Fig. 1: clock nets
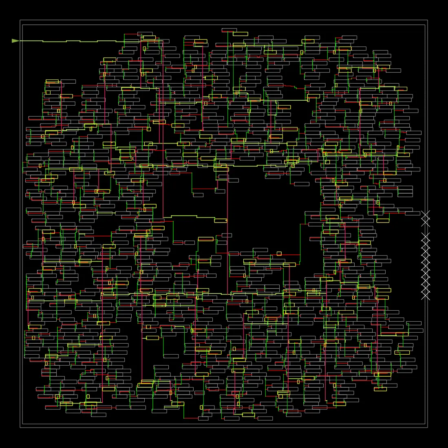
Fig. 2: floorplan with the power grid
Drawn at 1 px/µm. Pins as bars on the die edge.
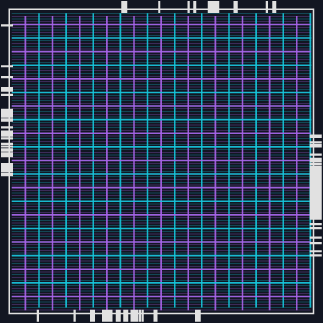
Fig. 3: signal wires by layer
Drawn at 1.5 px/µm.
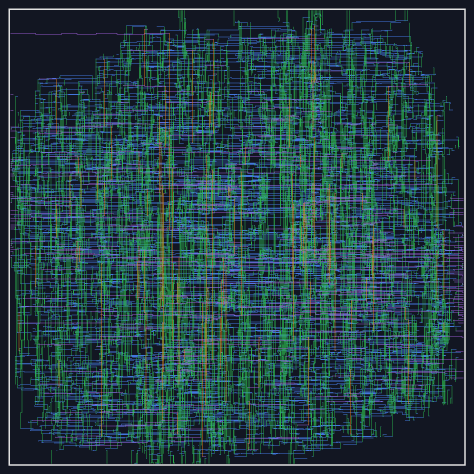
Fig. 4: clock distribution
Drawn at 1 px/µm.
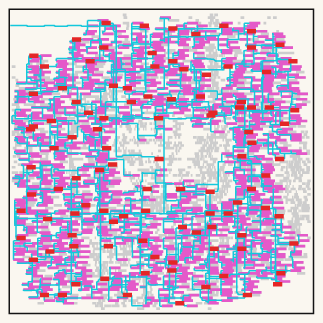
**src/rtl/score_row_max_sub.sv**
```systemverilog
// Row max-subtract stage: buffers one row of scaled attention scores, tracks the
// signed row maximum, then replays the row as saturated (x - max) for the exp stage.
module score_row_max_sub #(
  parameter int WIDTH      = 16,
  parameter int FRAC_WIDTH = 8,
  parameter int LANES      = 4,
  parameter int ROW_LEN    = 64
) (
  input  logic                     clk,
  input  logic                     rst,
  input  logic                     in_valid,
  output logic                     in_ready,
  input  logic [WIDTH*LANES-1:0]   in_data,
  output logic                     out_valid,
  input  logic                     out_ready,
  output logic [WIDTH*LANES-1:0]   out_data,
  output logic                     out_last,
  output logic [WIDTH-1:0]         out_max
);

  localparam int BEATS = ROW_LEN / LANES;
  localparam int CNT_W = (BEATS > 1) ? $clog2(BEATS) : 1;
  localparam logic [CNT_W-1:0] LAST_BEAT = CNT_W'(BEATS - 1);
  localparam logic [WIDTH-1:0] MIN_VAL   = {1'b1, {(WIDTH-1){1'b0}}};

  // Fixed-point format is shared by both operands, so it only constrains legality.
  if ((ROW_LEN % LANES) != 0 || ROW_LEN < LANES) begin : g_bad_row_len
    $error("ROW_LEN must be a nonzero multiple of LANES");
  end
  if (FRAC_WIDTH >= WIDTH) begin : g_bad_frac_width
    $error("FRAC_WIDTH must be smaller than WIDTH");
  end

  typedef enum logic {
    S_FILL  = 1'b0,
    S_DRAIN = 1'b1
  } state_t;

  state_t                  r_state;
  state_t                  w_state_nxt;
  logic [CNT_W-1:0]        r_wr_cnt;
  logic [CNT_W-1:0]        r_rd_cnt;
  logic [WIDTH-1:0]        r_run_max;
  logic [WIDTH-1:0]        w_beat_max;
  logic [WIDTH*LANES-1:0]  r_buf [BEATS];
  logic [WIDTH*LANES-1:0]  w_rd_row;
  logic [WIDTH*LANES-1:0]  w_sub_data;
  logic                    w_in_fire;
  logic                    w_out_fire;

  // Difference fits in WIDTH+1 bits and is never positive; clamp anything below MIN.
  function automatic logic [WIDTH-1:0] sat_sub(input logic [WIDTH-1:0] a,
                                               input logic [WIDTH-1:0] b);
    logic [WIDTH:0] d;
    d = {a[WIDTH-1], a} - {b[WIDTH-1], b};
    return (d[WIDTH] != d[WIDTH-1]) ? MIN_VAL : d[WIDTH-1:0];
  endfunction

  always_comb begin
    w_state_nxt = r_state;
    in_ready    = 1'b0;
    out_valid   = 1'b0;
    unique case (r_state)
      S_FILL: begin
        in_ready = 1'b1;
        if (in_valid && (r_wr_cnt == LAST_BEAT)) w_state_nxt = S_DRAIN;
      end
      S_DRAIN: begin
        out_valid = 1'b1;
        if (out_ready && (r_rd_cnt == LAST_BEAT)) w_state_nxt = S_FILL;
      end
      default: w_state_nxt = S_FILL;
    endcase
  end

  assign w_in_fire  = in_valid & in_ready;
  assign w_out_fire = out_valid & out_ready;

  // NOTE: combinational logic uses blocking '=' so each lane sees the running
  // result of the previous one; clocked state below uses non-blocking '<='.
  always_comb begin
    w_beat_max = r_run_max;
    for (int i = 0; i < LANES; i++) begin
      if ($signed(in_data[i*WIDTH +: WIDTH]) > $signed(w_beat_max))
        w_beat_max = in_data[i*WIDTH +: WIDTH];
    end
  end

  always_ff @(posedge clk) begin
    if (rst) begin
      r_state   <= S_FILL;
      r_wr_cnt  <= '0;
      r_rd_cnt  <= '0;
      r_run_max <= MIN_VAL;
    end else begin
      r_state <= w_state_nxt;
      if (w_in_fire) begin
        r_wr_cnt  <= (r_wr_cnt == LAST_BEAT) ? '0 : r_wr_cnt + CNT_W'(1);
        r_run_max <= w_beat_max;
      end
      if (w_out_fire) begin
        r_rd_cnt <= (r_rd_cnt == LAST_BEAT) ? '0 : r_rd_cnt + CNT_W'(1);
        if (r_rd_cnt == LAST_BEAT) r_run_max <= MIN_VAL;
      end
    end
  end

  // NOTE: the row buffer has no reset; every entry is rewritten during FILL
  // before DRAIN can read it, so stale contents are never observable.
  always_ff @(posedge clk) begin
    if (w_in_fire) r_buf[r_wr_cnt] <= in_data;
  end

  assign w_rd_row = r_buf[r_rd_cnt];

  always_comb begin
    w_sub_data = '0;
    for (int i = 0; i < LANES; i++) begin
      w_sub_data[i*WIDTH +: WIDTH] = sat_sub(w_rd_row[i*WIDTH +: WIDTH], r_run_max);
    end
  end

  // Gate data outputs so they read as zero outside DRAIN.
  assign out_data = out_valid ? w_sub_data : '0;
  assign out_max  = out_valid ? r_run_max  : '0;
  assign out_last = out_valid && (r_rd_cnt == LAST_BEAT);

endmodule
```
**config.mk**
```make
export PLATFORM = sky130hd
export DESIGN_NAME = score_row_max_sub
export DESIGN_NICKNAME = d
export VERILOG_FILES = /design/src/rtl/score_row_max_sub.sv
export SDC_FILE = /design/constraint.sdc
export NUM_CORES = 1
export LEC_CHECK = 0
export CAP_MARGIN = 5
export CORE_MARGIN = 1.5
export CORE_UTILIZATION = 50
export DETAILED_ROUTE_END_ITERATION = 10
export MAX_ROUTING_LAYER = met4
export PLACE_DENSITY = 0.67
export SLEW_MARGIN = 5
export SYNTH_ARGS = -nofsm -noshare
export SYNTH_HDL_FRONTEND = slang
export SYNTH_SLANG_ARGS = --single-unit
```
**constraint.sdc**
```tcl
create_clock -name clk -period 13.4 [get_ports clk]
set_clock_uncertainty 0.2 [all_clocks]
set_input_delay 2.68 -clock clk [delete_from_list [all_inputs] [get_ports clk]]
set_output_delay 2.68 -clock clk [all_outputs]
set_load 0.01 [all_outputs]
```
==> metrics.csv <==
metric;value;unit
status;finished, violations left;
failing checks;DRC;
and+or+nand+nor area frac;3.11;%
reg2reg start;r_run_max[13];
dominant cell type by area after synthesis;edfxtp_1;
Lkg Pwr;16.7;nW
P_comb;1.42;mW
row cnt;109;
chip area;91700;µm²
most numerous cell on the critical path;o21a_1;
MUX share of area;16.6;%
yosys stat cell total;2346;
Yosys chip area;44900;µm²
tapcell count;1165;
Synth Seq Share;69.7;%
Tcrit/Tclk final;93.9;%
fill count;6521;
fraction of area in registers;60.5;%
Final Hold Fails;0;
clock tree buffer depth;3;
Placed Area;48200;µm²
worst slew pin tran;1410;ps
nonclk inv count;110;
post-synthesis adder-cell area fraction;3.91;%
CP max stage delay;720;ps
Buffers excl. clock;236;
first-pass GRT wire length;172000;µm
placed insts;3650;
xor+xnor area frac;0.663;%
r2r setup slk;2790;ps
worst path buffer plus inverter count;4;
non-clk buf share;4.22;%
worst r2r path cells;42;
dominant delay contributor by cell family on the critical path;AND-OR/OR-AND gates;
Synth Register Bits;1053;
Ys Warns;0;
initial DRC count;3043;
met1 track demand over resource;37.1;%
combinational share of cell area;24.8;%
number of global-route vias before repair;24800;
asr flop ratio synth;0;%
hold path startpoint;r_rd_cnt[1];
sw frac;27.2;%
pin count of the biggest net entering global routing;117;
M2 GR Usage;42.7;%
flip-flops with a built-in enable;1024;
DRC;22;
fin cells;3863;
final instance area;51800;µm²
Routed WL per cell;31.0;µm
Final TNS setup;0;ps
DR WL met2;57900;µm
Yosys top cell by instances;edfxtp_1;
final hold slack;313;ps
RD Place Congestion;0.952;
GR Overflow Total;0;
Startpoint Class;primary input;
GRT met3 Usage;4.45;%
Buffers on Ports;150;
Arrival @ worst endpoint;12980;ps
Seq group;3.70;mW
# setup viols final;0;
Tot Pwr;8.10;mW
Top cells excl fill/tap;edfxtp_1 (1024), mux4_2 (320), clkdlybuf4s50_1 (150);
VDD IR max;112;µV
CP endpoint kind;flop;
Rel. slew slack;5.79;%
Flop pwr share;45.6;%
Core Area;88600;µm²
Tightest Hold Check Type;flop to flop;
leading cell category by total area;sequential cells;
seq_cells;1053;
DP Worst Slack;238;ps
CP Max Fanout;39;
Max Fclk;79.5;MHz
Die Height;303;µm
Hold Crit Depth;2;
Layout clock area frac;6.76;%
H-tree depth;3;
syn_area_per_cell;19.2;µm²
CTS root buffer;clkbuf_16;
DP HPWL;69200;µm
postcts setup bufs;0;
RSZ-0062 raised after global routing;no;
fraction of layout instances using a drive strength above 1;22.5;%
top power consumer group;registers;
Cell Pwr Density;156;nW/µm²
Complex Gates by Area;4.20;%
I/O pins;151;
combinational share of power;17.6;%
largest family of logic cells by area;multiplexers;
worst r2r dst;r_run_max[8];
Int Power;5.90;mW
synthesized instance count;2346;
post-route setup slack;815;ps
list of most frequent post-synthesis cells;edfxtp_1 (1024), mux4_2 (320), ha_1 (133);
Final Critical Period;12590;ps
antenna-violating nets left;0;
most numerous logic cell after layout;edfxtp_1;
Vias/cell;6.32;
mapped cell area;44900;µm²
Synthesized Nets;2551;
met3 WL;9360;µm
area grow syn2layout;15.3;%
top sig layer;met4;
drt first pass iters;9;
storage element area;31300;µm²
initial antenna violation count;9;
M1 WL;48500;µm
Cell area leaders;edfxtp_1 (68%), mux4_2 (16%), ha_1 (3.7%);
main flop type;edfxtp_1;
Core Util at FP;50.7;%
TritonCTS clock tree;yes;
combinational gate area;12900;µm²
Back to the opening pictures, Fig. 1:
TritonCTS Buffers: 106
clock sink count: 1053
Clock group: 2.98 mW
clock buf count: 124
clk ins delay skew pair: 680 ps

Back to the opening pictures, Fig. 2:
- cyan: VDD
- purple: VSS
- met1 rails: 110
- met4 straps: 22
- rows: 109

Back to the opening pictures, Fig. 3:
- blue: M1 (wire length 48.5 mm)
- purple: M3 (wire length 9360 µm)
- green: M2 (wire length 57.9 mm)
- orange: M4 (wire length 3930 µm)
gr usage total: 27.3%
via count: 24400
DRT Wirelength: 120000 µm

Back to the opening pictures, Fig. 4:
- magenta: flip-flops (count 1053)
- cyan: clock wires (length 11900 µm)
- red: clock-net drivers (count 106)
- routed clock nets: 107
- flops lie: spread over the die
clock share of power: 36.8%

how the worst max path moves through the flow:
| stage | from | endpoint | depth (start not counted) | slack [ps] |
|---|---|---|---|---|
| 6_report | in_data[10] | r_run_max[8] | 42 | 810 |
| 5_1_grt | in_data[10] | r_run_max[7] | 42 | 170 |
| 4_1_cts | in_data[10] | r_run_max[8] | 43 | 940 |
| 3_5_place_dp | in_data[10] | r_run_max[15] | 43 | 240 |
| 3_3_place_gp | in_data[10] | r_run_max[15] | 41 | 710 |
| 2_1_floorplan | in_data[15] | r_run_max[14] | 45 | 1440 |
state kept, by name, indices dropped and copies added (netlist names), named ones only:
register,cells
r_buf,1024
r_run_max,16
r_rd_cnt,4
r_wr_cnt,4
r_state,1
timing repair:
item,in CTS,in global routing
endpoints found under the hold margin,0,0
setup endpoints to repair,0,1
gates resized,0,1
No activity file was given, so power comes from the tool's default toggle rates.
